File: src/rtl/rsu_pkg.sv
//------------------------------------------------------------------------------
// Module   : rsu_pkg
// Brief    : Shared opcodes and FSM state type for the return-stack unit.
// Revision : 1.0 - initial release
//------------------------------------------------------------------------------
`default_nettype none

package rsu_pkg;

  localparam logic [5:0] OP_CALL = 6'b000101;
  localparam logic [5:0] OP_RET  = 6'b000100;

  typedef enum logic [1:0] {
    IDLE    = 2'd0,
    POP_RD  = 2'd1,
    PRESENT = 2'd2
  } rsu_state_t;

endpackage

`default_nettype wire

File: src/rtl/rsu_lifo_mem.sv
//------------------------------------------------------------------------------
// Module   : rsu_lifo_mem
// Brief    : DEPTH x AW single-port synchronous RAM, write enable, registered read.
// Revision : 1.0 - initial release
//------------------------------------------------------------------------------
`default_nettype none

module rsu_lifo_mem #(
  parameter int DEPTH  = 16,
  parameter int AW     = 16,
  parameter int ADDR_W = $clog2(DEPTH)
) (
  input  logic              clk,
  input  logic              we,
  input  logic              re,
  input  logic [ADDR_W-1:0] addr,
  input  logic [AW-1:0]     wdata,
  output logic [AW-1:0]     rdata
);

  logic [AW-1:0] r_mem [DEPTH];
  logic [AW-1:0] r_rdata;

  // No reset on the array or read register so the storage maps onto block RAM.
  always_ff @(posedge clk) begin
    if (we) begin
      r_mem[addr] <= wdata;
    end
    if (re) begin
      r_rdata <= r_mem[addr];
    end
  end

  assign rdata = r_rdata;

endmodule

`default_nettype wire

File: src/rtl/return_stack_unit.sv
//------------------------------------------------------------------------------
// Module   : return_stack_unit
// Brief    : Hardware return-address stack; CALL pushes pc+1, RET pops to PC mux.
// Revision : 1.0 - initial release
//------------------------------------------------------------------------------
`default_nettype none

module return_stack_unit #(
  parameter int         DEPTH   = 16,
  parameter int         AW      = 16,
  parameter int         PTR_W   = $clog2(DEPTH) + 1,
  parameter logic [5:0] OP_CALL = rsu_pkg::OP_CALL,
  parameter logic [5:0] OP_RET  = rsu_pkg::OP_RET
) (
  input  logic             clk,
  input  logic             reset,
  input  logic             enable,
  input  logic [5:0]       opcode,
  input  logic [AW-1:0]    pc,
  input  logic             ret_ready,
  input  logic             clear_err,
  output logic [AW-1:0]    ret_addr,
  output logic             ret_valid,
  output logic             busy,
  output logic [PTR_W-1:0] sp_out,
  output logic             full,
  output logic             empty,
  output logic             overflow,
  output logic             underflow
);

  import rsu_pkg::*;

  localparam int c_addr_w = $clog2(DEPTH);

  rsu_state_t          r_state;
  rsu_state_t          w_state_next;
  logic [PTR_W-1:0]    r_sp;
  logic [AW-1:0]       r_ret_addr;
  logic                r_ret_valid;
  logic                r_overflow;
  logic                r_underflow;

  logic                w_push;
  logic                w_pop;
  logic                w_ovf_set;
  logic                w_unf_set;
  logic                w_ret_load;
  logic                w_ret_done;
  logic                w_full;
  logic                w_empty;
  logic [c_addr_w-1:0] w_rd_addr;
  logic [c_addr_w-1:0] w_mem_addr;
  logic [AW-1:0]       w_mem_rdata;
  logic [AW-1:0]       w_push_data;

  assign w_full      = (r_sp == PTR_W'(DEPTH));
  assign w_empty     = (r_sp == '0);
  assign w_push_data = pc + AW'(1);

  // The RAM read is launched in the command cycle at sp-1, so its output is
  // ready during POP_RD and captured into ret_addr on the following edge.
  assign w_rd_addr  = r_sp[c_addr_w-1:0] - c_addr_w'(1);
  assign w_mem_addr = w_push ? r_sp[c_addr_w-1:0] : w_rd_addr;

  always_ff @(posedge clk or posedge reset) begin
    if (reset) begin
      r_state <= IDLE;
    end else begin
      r_state <= w_state_next;
    end
  end

  always_comb begin
    w_state_next = r_state;
    w_push       = 1'b0;
    w_pop        = 1'b0;
    w_ovf_set    = 1'b0;
    w_unf_set    = 1'b0;
    w_ret_load   = 1'b0;
    w_ret_done   = 1'b0;
    case (r_state)
      IDLE: begin
        if (enable && (opcode == OP_CALL)) begin
          if (w_full) begin
            w_ovf_set = 1'b1;
          end else begin
            w_push = 1'b1;
          end
        end else if (enable && (opcode == OP_RET)) begin
          if (w_empty) begin
            w_unf_set = 1'b1;
          end else begin
            w_pop        = 1'b1;
            w_state_next = POP_RD;
          end
        end
      end
      POP_RD: begin
        w_ret_load   = 1'b1;
        w_state_next = PRESENT;
      end
      PRESENT: begin
        if (ret_ready) begin
          w_ret_done   = 1'b1;
          w_state_next = IDLE;
        end
      end
      default: begin
        w_state_next = IDLE;
      end
    endcase
  end

  always_ff @(posedge clk or posedge reset) begin
    if (reset) begin
      r_sp        <= '0;
      r_ret_addr  <= '0;
      r_ret_valid <= 1'b0;
      r_overflow  <= 1'b0;
      r_underflow <= 1'b0;
    end else begin
      if (w_push) begin
        r_sp <= r_sp + PTR_W'(1);
      end else if (w_pop) begin
        r_sp <= r_sp - PTR_W'(1);
      end
      if (w_ret_load) begin
        r_ret_addr  <= w_mem_rdata;
        r_ret_valid <= 1'b1;
      end else if (w_ret_done) begin
        r_ret_valid <= 1'b0;
      end
      // A new error in the same cycle as clear_err takes priority.
      r_overflow  <= w_ovf_set | (r_overflow  & ~clear_err);
      r_underflow <= w_unf_set | (r_underflow & ~clear_err);
    end
  end

  rsu_lifo_mem #(
    .DEPTH  (DEPTH),
    .AW     (AW),
    .ADDR_W (c_addr_w)
  ) u_mem (
    .clk   (clk),
    .we    (w_push),
    .re    (w_pop),
    .addr  (w_mem_addr),
    .wdata (w_push_data),
    .rdata (w_mem_rdata)
  );

  assign ret_addr  = r_ret_addr;
  assign ret_valid = r_ret_valid;
  assign busy      = (r_state != IDLE);
  assign sp_out    = r_sp;
  assign full      = w_full;
  assign empty     = w_empty;
  assign overflow  = r_overflow;
  assign underflow = r_underflow;

endmodule

`default_nettype wire

File: config.mk
export PLATFORM = sky130hd
export DESIGN_NAME = return_stack_unit
export DESIGN_NICKNAME = d
export VERILOG_FILES = /design/src/rtl/rsu_pkg.sv /design/src/rtl/rsu_lifo_mem.sv /design/src/rtl/return_stack_unit.sv
export SDC_FILE = /design/constraint.sdc
export NUM_CORES = 1
export LEC_CHECK = 0
export CAP_MARGIN = 0
export CORE_MARGIN = 8
export CORE_UTILIZATION = 60
export CTS_CLUSTER_DIAMETER = 30
export CTS_CLUSTER_SIZE = 16
export DETAILED_ROUTE_END_ITERATION = 6
export PLACE_DENSITY = 0.87
export SLEW_MARGIN = 20
export SYNTH_ARGS = -nofsm -noshare
export SYNTH_HDL_FRONTEND = slang
export SYNTH_HIERARCHICAL = 1
export SYNTH_SLANG_ARGS = --single-unit
File: constraint.sdc
create_clock -name clk -period 9.9 [get_ports clk]
set_input_delay 2.475 -clock clk [delete_from_list [all_inputs] [get_ports clk]]
set_output_delay 2.475 -clock clk [all_outputs]
set_load 0.02 [all_outputs]
run_1/ff_map.png
Other sequential cells in the stronger grey, the rest of the logic in the fainter grey.
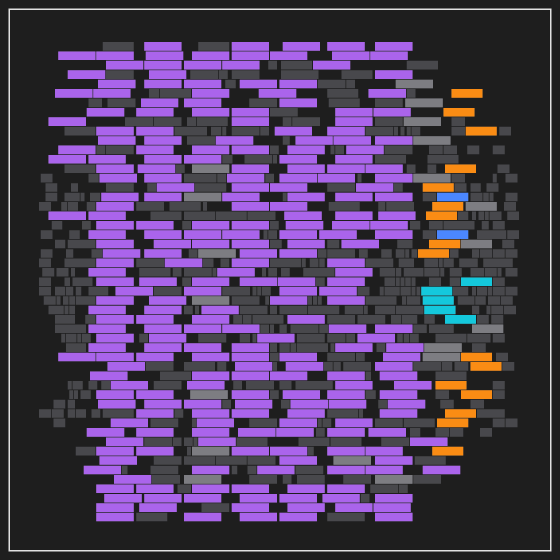
Orange stands for ret_addr, placed flops 16. Purple stands for u_mem/r_mem, placed flops 256. Cyan stands for sp_out, placed flops 5, where east. Blue stands for r_state, placed flops 2.

run_1/m4.png
Supply wires on this layer in grey.
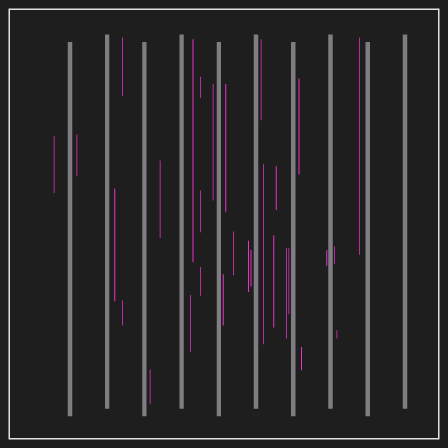
23 nets have wire on it. The layer holds 2.9% of the routed length. The longest straight run is 80.9 µm. The wires run mostly vertical.

run_1/sizing.png
Scale bar: 50 µm.
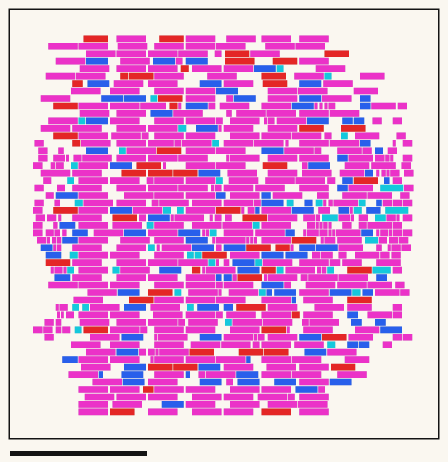
Cyan stands for x3 and x4, cells 46, most used buf_4. Blue stands for x2, cells 105, most used mux4_2. Magenta stands for x1 and smaller, cells 498, most used edfxtp_1. Red stands for x6 and larger, cells 56, most used clkbuf_16.

-- run 1: critical path, delay by kind of cell --
family / cells / cell delay, ps
XOR/XNOR: 1 / 900
AND/OR/NAND/NOR: 3 / 860
AND-OR/OR-AND: 1 / 360
multiplexers: 1 / 600
buffers and inverters: 2 / 1100
-- run 1: metal layers --
metal,share of wire,up-vias,wire length [µm]
li1,-,2548,-
met1,0.37,3162,9970
met2,0.49,434,13200
met3,0.11,69,2870
met4,0.029,2,769
met5,0.00049,-,13
-- run 1: state kept, by name, indices dropped and copies added, names as in the netlist --
signal	count
underflow	1
sp_out	5
r_state	2
overflow	1
u_mem/rdata	16
ret_addr	16
ret_valid	1
u_mem/r_mem	256
==> qor.log, run 1 <==
INFO  job            warnings=29
INFO  floorplan      well_tap_count=265
INFO  critical_path  timing.critical_path.from_type=primary input
INFO  synth          count_of_distinct_cell_types_in_the_synthesized_netlist=46
INFO  cells_and_area stdcell_area=14200µm²
INFO  routing        drt_pre_antenna_iters=5
INFO  critical_path  timing.rr.start=sp_out[0]
INFO  cells_and_area logic_gate_count=238
INFO  routing        drt-vias-per-instance=6.40
INFO  power_and_ir_drop power_of_the_combinational_group=0.876mW
INFO  routing        drcViolationCount=0
INFO  sta            timing.final.crit_period=6080ps
INFO  sta            final.period_utilization=0.614
INFO  floorplan      floorplan.rows=51
INFO  cells_and_area sh_seq_area=0.622
INFO  critical_path  critPathCaptureType=flop
INFO  synth          synth_area=11800µm²
INFO  cells_and_area area.share.combinational=0.200
INFO  clock_tree     tritoncts=done
INFO  synth          synth_compound_gate_area_share=0.0250
INFO  power_and_ir_drop max-vdd-ir-drop=0.186mV
INFO  sta            finClkSkew=20.7ps
INFO  cells_and_area top_area_cell_class=registers
INFO  sta            hold_slack=476ps
INFO  synth          synth_adder_area_share=0.00915
INFO  power_and_ir_drop p_per_area=265nW/µm²
INFO  power_and_ir_drop fin_total_pwr=3.75mW
INFO  sta            final_setup_viols=0
INFO  synth          synth.largest_area_cell=sky130_fd_sc_hd__edfxtp_1
INFO  global_routing grt-ovfl-total=0
INFO  cells_and_area seq_area=8820µm²
INFO  cells_and_area layout.buffer.nonclock.area_share=0.0533
INFO  cells_and_area nonClockInverterCount=13
INFO  cells_and_area clockNetworkAreaShare=0.0978
INFO  cells_and_area final_core_utilization=0.734
INFO  synth          synth_seq_share=0.750
INFO  floorplan      floorplan.die.width=156µm
INFO  sta            finalSetupTns=0ps
INFO  routing        wirelength=26800µm
INFO  routing        dr_total_vias=6215
INFO  synth          synth-cells-yosys=574
INFO  cells_and_area layout-drive-gt1-share=0.294
INFO  synth          netlist.area_leader.share=0.694
INFO  job            drv_cap=0
INFO  worst_hold_path hold_path.startpoint=u_mem/rdata[2]
INFO  clock_tree     clk_transition_reported_paths=50ps
INFO  critical_path  worst_setup_path_startpoint=opcode[5]
INFO  critical_path  register_to_register_path_depth=9
INFO  critical_path  setup.reg_to_reg.worst_slack=5420ps
INFO  floorplan      core-area=19300µm²
INFO  routing        initialDrtViolationCount=700
INFO  power_and_ir_drop seq_power_share=0.381
INFO  global_routing grt_use_total=0.224
INFO  cells_and_area layout.nets=708
INFO  worst_hold_path worst_hold_path_type=flop to flop
INFO  power_and_ir_drop clock_power=1.45mW
INFO  synth          syn_avg_cell_area=20.5µm²
INFO  synth          synthXorXnorAreaFrac=0.0156
INFO  global_routing use_met3=0.0623
INFO  critical_path  crit_path_max_fanout=30
INFO  power_and_ir_drop netSwitchingPower=1.05mW
INFO  floorplan      fp.dieH=156µm
INFO  run_status     status=finished, final reports clean
INFO  placed_design  dp_wirelength=15300µm
INFO  floorplan      design.portCount=54
INFO  cells_and_area layout.area.comb=2840µm²
INFO  clock_tree     cts_max_level=2
INFO  placed_design  numPlacedInstances=895
INFO  sta            timing.final.ws_setup=3820ps
INFO  power_and_ir_drop power.leakage=4.83nW
INFO  synth          ys_async_sr_fraction=0.0872
INFO  cells_and_area n_clock_buffer=44
INFO  routing        antenna_left=0
INFO  synth          dominantRegCellSynth=sky130_fd_sc_hd__edfxtp_1
INFO  clock_tree     post-cts-setup-buffers=0
INFO  worst_hold_path min_delay_worst_endpoint=ret_addr[2]
INFO  synth          synth-warning-count=6
INFO  sta            clock.fmax=165MHz
INFO  clock_tree     ctsResizeCount=0
INFO  cells_and_area most-common-layout-cells=sky130_fd_sc_hd__edfxtp_1 (272), sky130_fd_sc_hd__mux4_2 (62), sky130_fd_sc_hd__clkdlybuf4s50_1 (53)
INFO  cells_and_area layout.sequential_cells=298
INFO  synth          area_contributors_post_synth=sky130_fd_sc_hd__edfxtp_1 (69%), sky130_fd_sc_hd__mux4_2 (12%), sky130_fd_sc_hd__dfrtp_1 (5.5%), sky130_fd_sc_hd__a22oi_1 (2.0%), sky130_fd_sc_hd__mux2_2 (1.5%)
INFO  clock_tree     cts_max_path_buffers=3
INFO  sta            hold_viol=0
## Run 2: what changed since run 1
Clock period 9.9 ns to 6.2 ns, I/O delays scaled along.
==> qor.log, run 2 <==
INFO  run_status     status=finished, final reports clean [unchanged]
INFO  sta            finalSetupTns=0ps [unchanged]
INFO  critical_path  timing.critical_path.from_type=primary input [unchanged]
INFO  floorplan      floorplan.rows=51 [unchanged]
INFO  sta            hold_viol=0 [unchanged]
INFO  routing        dr_total_vias=6382 [was 6215]
INFO  routing        dr_wl_met3=3430µm [was 2870 µm]
INFO  critical_path  path_depth=8 [unchanged]
INFO  floorplan      floorplan.die.width=156µm [unchanged]
INFO  cells_and_area logic_gate_count=238 [unchanged]
INFO  cells_and_area layout.buffer.nonclock.area_share=0.0578 [was 0.0533]
INFO  synth          synth_area=11800µm² [unchanged]
INFO  cells_and_area final_core_utilization=0.737 [was 0.734]
INFO  job            drv_cap=0 [unchanged]
INFO  sta            final.period_utilization=0.766
INFO  power_and_ir_drop power.leakage=4.86nW [was 4.83 nW]
INFO  synth          syn_avg_cell_area=20.5µm² [unchanged]
INFO  cells_and_area most-common-layout-cells=sky130_fd_sc_hd__edfxtp_1 (272), sky130_fd_sc_hd__mux4_2 (62), sky130_fd_sc_hd__clkdlybuf4s50_1 (53) [unchanged]
INFO  synth          count_of_distinct_cell_types_in_the_synthesized_netlist=46 [unchanged]
INFO  cells_and_area layout-drive-gt1-share=0.291 [was 0.294]
INFO  synth          dominantRegCellSynth=sky130_fd_sc_hd__edfxtp_1 [unchanged]
INFO  cells_and_area top_area_cell_class=registers [unchanged]
INFO  routing        drcViolationCount=0 [unchanged]
INFO  sta            timing.final.crit_period=4750ps
INFO  sta            final_setup_viols=0 [unchanged]
INFO  sta            clock.fmax=211MHz
INFO  routing        drt_pre_antenna_iters=5 [unchanged]
INFO  synth          synth-cells-yosys=574 [unchanged]
INFO  routing        initialDrtViolationCount=749 [was 700]
INFO  cells_and_area sh_seq_area=0.619 [was 0.622]
INFO  synth          synth_compound_gate_area_share=0.0250 [unchanged]
INFO  cells_and_area seq_area=8820µm² [unchanged]
INFO  cells_and_area layout.nets=711 [was 708]
INFO  cells_and_area area.share.combinational=0.201 [was 0.200]
INFO  power_and_ir_drop max-vdd-ir-drop=0.257mV [was 0.186 mV]
INFO  floorplan      core-area=19300µm² [unchanged]
INFO  critical_path  path_delay_family=simple AND/OR/NAND/NOR gates [was buffers and inverters]
INFO  job            warnings=29 [unchanged]
INFO  cells_and_area clockNetworkAreaShare=0.0954 [was 0.0978]
INFO  synth          synth.largest_area_cell=sky130_fd_sc_hd__edfxtp_1 [unchanged]
INFO  routing        met1_length=10400µm [was 9970 µm]
INFO  global_routing grt_use_total=0.233 [was 0.224]
INFO  floorplan      design.portCount=54 [unchanged]
INFO  critical_path  crit_path_max_fanout=11 [was 30]
INFO  floorplan      fp.dieH=156µm [unchanged]
INFO  power_and_ir_drop power_of_the_combinational_group=1.51mW [was 0.876 mW]
INFO  synth          netlist.area_leader.share=0.694 [unchanged]
INFO  sta            hold_slack=472ps [was 476 ps]
INFO  synth          area_contributors_post_synth=sky130_fd_sc_hd__edfxtp_1 (69%), sky130_fd_sc_hd__mux4_2 (12%), sky130_fd_sc_hd__dfrtp_1 (5.5%), sky130_fd_sc_hd__a22oi_1 (2.0%), sky130_fd_sc_hd__mux2_2 (1.5%) [unchanged]
INFO  placed_design  numPlacedInstances=896 [was 895]
INFO  cells_and_area largest_register_ffs=256 [unchanged]
INFO  placed_design  dp_wirelength=15700µm [was 15300 µm]
INFO  synth          synth_seq_share=0.750 [unchanged]
INFO  power_and_ir_drop seq_power_share=0.375 [was 0.381]
INFO  routing        antenna_left=0 [unchanged]
INFO  routing        drt-vias-per-instance=6.55 [was 6.40]
INFO  clock_tree     ctsResizeCount=0 [unchanged]
INFO  synth          ys_async_sr_fraction=0.0872 [unchanged]
INFO  power_and_ir_drop fin_total_pwr=6.09mW [was 3.75 mW]
INFO  clock_tree     tritoncts=done [unchanged]
INFO  clock_tree     cts_max_level=2 [unchanged]
INFO  cells_and_area layout.sequential_cells=298 [unchanged]
INFO  critical_path  register_to_register_path_depth=9 [unchanged]
INFO  power_and_ir_drop netSwitchingPower=1.71mW [was 1.05 mW]
INFO  floorplan      well_tap_count=265 [unchanged]
INFO  routing        routed.top_layer=met4 [was met5]
INFO  cells_and_area n_clock_buffer=45 [was 44]
INFO  clock_tree     cts_max_path_buffers=3 [unchanged]
-- run 2: worst paths after layout --
path / startpoint / endpoint / slack [ps]
max: opcode[5] / u_mem/r_mem[10][3] / 1450
min: u_mem/rdata[12] / ret_addr[12] / 470
max reg2reg: sp_out[0] / u_mem/r_mem[10][3] / 1910
min reg2reg: u_mem/rdata[12] / ret_addr[12] / 470
max in group asynchronous: reset / r_state[0] / 4040
min in group asynchronous: reset / sp_out[0] / 1560
-- run 2: kinds of logic (layout without fill, tap and decap cells) --
kind of cell | after synthesis | count (layout)
AOI/OAI and AO/OA | 41 | 41
xor gates and xnor gates | 21 | 21
adders and majority gates | 8 | 8
buffers and inverters | 38 | 171
DFF | 298 | 298
muxes | 84 | 84
other | 0 | 2
and+or+nand+nor | 84 | 84
run_2/sizing.png
Scale bar: 50 µm.
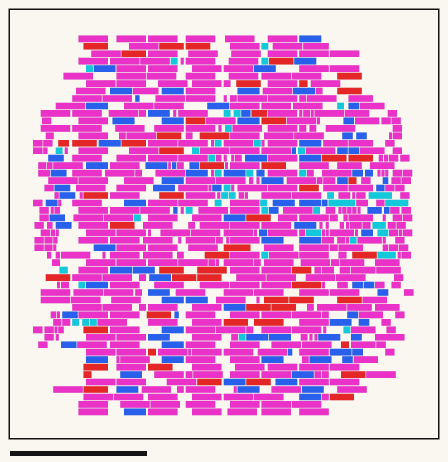
Magenta stands for x1 and smaller, cells 501, most used edfxtp_1. Cyan stands for x3 and x4, cells 43, most used buf_4. Blue stands for x2, cells 106, most used mux4_2. Red stands for x6 and larger, cells 57, most used clkbuf_16.
worst path setup slack after routing: 1450 ps
area delta synth->final: 21.2%
layout buffer count excluding clock buffers: 84
final instance area: 14300 µm²

## Run 3: what changed since run 2
Settings changed: CORE_UTILIZATION 60 to 54, PLACE_DENSITY 0.87 to 0.83.
Clock period 6.2 ns to 4.3 ns, I/O delays scaled along.
==> qor.log, run 3 <==
INFO  cells_and_area layout.nets=743 [was 711]
INFO  critical_path  path_delay_family=simple AND/OR/NAND/NOR gates [unchanged]
INFO  worst_hold_path whs_path_depth=1 [unchanged]
INFO  routing        wirelength=26700µm [was 28200 µm]
INFO  cells_and_area most-common-layout-cells=sky130_fd_sc_hd__edfxtp_1 (272), sky130_fd_sc_hd__mux4_2 (62), sky130_fd_sc_hd__buf_4 (54) [was sky130_fd_sc_hd__edfxtp_1 (272), sky130_fd_sc_hd__mux4_2 (62), sky130_fd_sc_hd__clkdlybuf4s50_1 (53)]
INFO  job            drv_cap=0 [unchanged]
INFO  global_routing grt_use_total=0.205 [was 0.233]
INFO  cells_and_area largest_register_ffs=256 [unchanged]
INFO  floorplan      design.portCount=54 [unchanged]
INFO  clock_tree     cts_max_path_buffers=3 [unchanged]
INFO  global_routing grt-ovfl-total=0 [unchanged]
INFO  global_routing antenna_found_initial=0 [was 2]
INFO  routing        drt_pre_antenna_iters=5 [unchanged]
INFO  worst_hold_path hold_path.startpoint=u_mem/rdata[7] [was u_mem/rdata[12]]
INFO  routing        routed.top_layer=met4 [unchanged]
INFO  routing        dr_total_vias=6192 [was 6382]
INFO  critical_path  regToRegEndpoint=u_mem/r_mem[11][10] [was u_mem/r_mem[10][3]]
INFO  placed_design  dp_wirelength=15900µm [was 15700 µm]
INFO  cells_and_area stdcell_area=14700µm² [was 14300 µm²]
INFO  clock_tree     clk_transition_reported_paths=50ps [was 60 ps]
INFO  routing        met1_length=9760µm [was 10400 µm]
INFO  synth          synth_area=11800µm² [unchanged]
INFO  clock_tree     tritoncts=done [unchanged]
INFO  synth          synth-cells-yosys=574 [unchanged]
INFO  floorplan      floorplan.die.width=164µm [was 156 µm]
INFO  power_and_ir_drop netSwitchingPower=2.47mW [was 1.71 mW]
INFO  synth          syn_avg_cell_area=20.5µm² [unchanged]
INFO  routing        drcViolationCount=0 [unchanged]
INFO  cells_and_area largest_register=u_mem/r_mem [unchanged]
INFO  cells_and_area layout-drive-gt1-share=0.320 [was 0.291]
INFO  synth          netlist.area_leader.share=0.694 [unchanged]
INFO  placed_design  placement.cell_area=13000µm² [was 12800 µm²]
INFO  sta            final.period_utilization=0.861
INFO  critical_path  worst_setup_path_startpoint=opcode[5] [unchanged]
INFO  sta            clock.fmax=270MHz
INFO  cells_and_area layout.area.comb=2830µm² [was 2870 µm²]
INFO  critical_path  path_depth=9 [was 8]
INFO  sta            hold_slack=473ps [was 472 ps]
INFO  run_status     status=finished, final reports clean [unchanged]
INFO  synth          numSynthFlops=298 [unchanged]
INFO  critical_path  path_buffers=3 [was 2]
INFO  power_and_ir_drop fin_total_pwr=9.26mW [was 6.09 mW]
INFO  power_and_ir_drop clock_power=3.92mW [was 2.29 mW]
INFO  critical_path  timing.rr.start=sp_out[0] [unchanged]
INFO  synth          synth-warning-count=6 [unchanged]
INFO  power_and_ir_drop p_per_area=630nW/µm² [was 427 nW/µm²]
INFO  clock_tree     ctsResizeCount=0 [unchanged]
INFO  critical_path  setup.reg_to_reg.worst_slack=800ps [was 1910 ps]
INFO  floorplan      fp.dieH=164µm [was 156 µm]
INFO  critical_path  crit_path_max_fanout=11 [unchanged]
INFO  routing        initialDrtViolationCount=629 [was 749]
INFO  cells_and_area area.growth.synth_to_final=25.0% [was 21.2%]
INFO  sta            finalSetupTns=0ps [unchanged]
INFO  sta            final_setup_viols=0 [unchanged]
INFO  placed_design  numPlacedInstances=939 [was 896]
INFO  synth          dominantRegCellSynth=sky130_fd_sc_hd__edfxtp_1 [unchanged]
INFO  routing        dr_wl_met3=2600µm [was 3430 µm]
INFO  routing        antenna_left=0 [unchanged]
INFO  synth          count_of_distinct_cell_types_in_the_synthesized_netlist=46 [unchanged]
INFO  power_and_ir_drop seq_power_share=0.356 [was 0.375]
INFO  clock_tree     post-cts-setup-buffers=0 [unchanged]
INFO  synth          synth_seq_share=0.750 [unchanged]
INFO  floorplan      core-area=21600µm² [was 19300 µm²]
INFO  cells_and_area number_of_fill_cells_in_the_layout=1312 [was 1017]
INFO  sta            timing.final.crit_period=3700ps
INFO  power_and_ir_drop power_of_the_combinational_group=2.05mW [was 1.51 mW]
INFO  sta            hold_viol=0 [unchanged]
INFO  floorplan      die_area=26800µm² [was 24300 µm²]
INFO  critical_path  timing.critical_path.from_type=primary input [unchanged]
INFO  sta            timing.final.ws_setup=596ps [was 1450 ps]
INFO  sta            finClkSkew=11.8ps [was 20.8 ps]
INFO  critical_path  critPathCaptureType=flop [unchanged]
INFO  clock_tree     cts_max_level=2 [unchanged]
INFO  critical_path  endpoint=u_mem/r_mem[2][10] [was u_mem/r_mem[10][3]]
INFO  synth          area_contributors_post_synth=sky130_fd_sc_hd__edfxtp_1 (69%), sky130_fd_sc_hd__mux4_2 (12%), sky130_fd_sc_hd__dfrtp_1 (5.5%), sky130_fd_sc_hd__a22oi_1 (2.0%), sky130_fd_sc_hd__mux2_2 (1.5%) [unchanged]
INFO  critical_path  register_to_register_path_depth=10 [was 9]
INFO  synth          yosys-top-cells-count=sky130_fd_sc_hd__edfxtp_1 (272), sky130_fd_sc_hd__mux4_2 (62), sky130_fd_sc_hd__a22oi_1 (32), sky130_fd_sc_hd__dfrtp_1 (26), sky130_fd_sc_hd__nand2_1 (26) [unchanged]
INFO  synth          synth.largest_area_cell=sky130_fd_sc_hd__edfxtp_1 [unchanged]
INFO  routing        wl_met2=13500µm [about the same]
INFO  power_and_ir_drop power.leakage=5.15nW [was 4.86 nW]
INFO  power_and_ir_drop max-vdd-ir-drop=0.413mV [was 0.257 mV]
INFO  synth          ys_async_sr_fraction=0.0872 [unchanged]
INFO  global_routing use_met3=0.0590 [was 0.0640]
INFO  job            warnings=28 [was 29]
INFO  routing        drt-vias-per-instance=6.03 [was 6.55]
INFO  worst_hold_path worst_hold_path_type=flop to flop [unchanged]
INFO  worst_hold_path min_delay_worst_endpoint=ret_addr[7] [was ret_addr[12]]
INFO  floorplan      floorplan.rows=54 [was 51]
run 3: cell type report:
| type | count | share of cell area |
|---|---|---|
| clock buffer | 50 | 0.0808 |
| clock inverter | 38 | 0.0322 |
| inverter | 13 | 0.00332 |
| multi-input combinational | 238 | 0.192 |
| sequential | 298 | 0.600 |
| tap | 280 | 0.0238 |
| timing repair buffer | 110 | 0.0677 |
run 3: cells by family after synthesis:
| logic type | count (synthesis) | synth area share |
|---|---|---|
| AND/OR/NAND/NOR | 84 | 0.0421 |
| buffers and inverters | 38 | 0.0164 |
| flip-flops | 298 | 0.750 |
| XOR/XNOR | 21 | 0.0156 |
| multiplexers | 84 | 0.142 |
| adder cells (fa/ha/maj) | 8 | 0.00915 |
| AND-OR/OR-AND | 41 | 0.0250 |
run_3/ff_map.png
Other sequential cells in the stronger grey, the rest of the logic in the fainter grey.
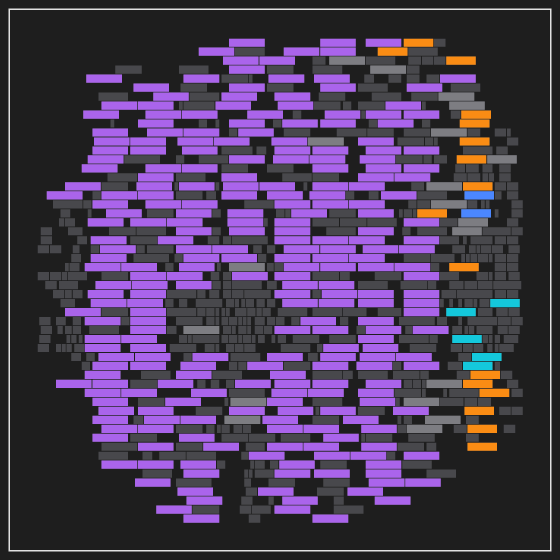
Orange stands for ret_addr, placed flops 16. Blue stands for r_state, placed flops 2. Purple stands for u_mem/r_mem, placed flops 256. Cyan stands for sp_out, placed flops 5, where east.
post-route core utilization: 0.680
seq pwr: 3.29 mW
area occupied by registers: 8820 µm²
flop share of the area: 0.600

Power and IR drop assume default switching activity.
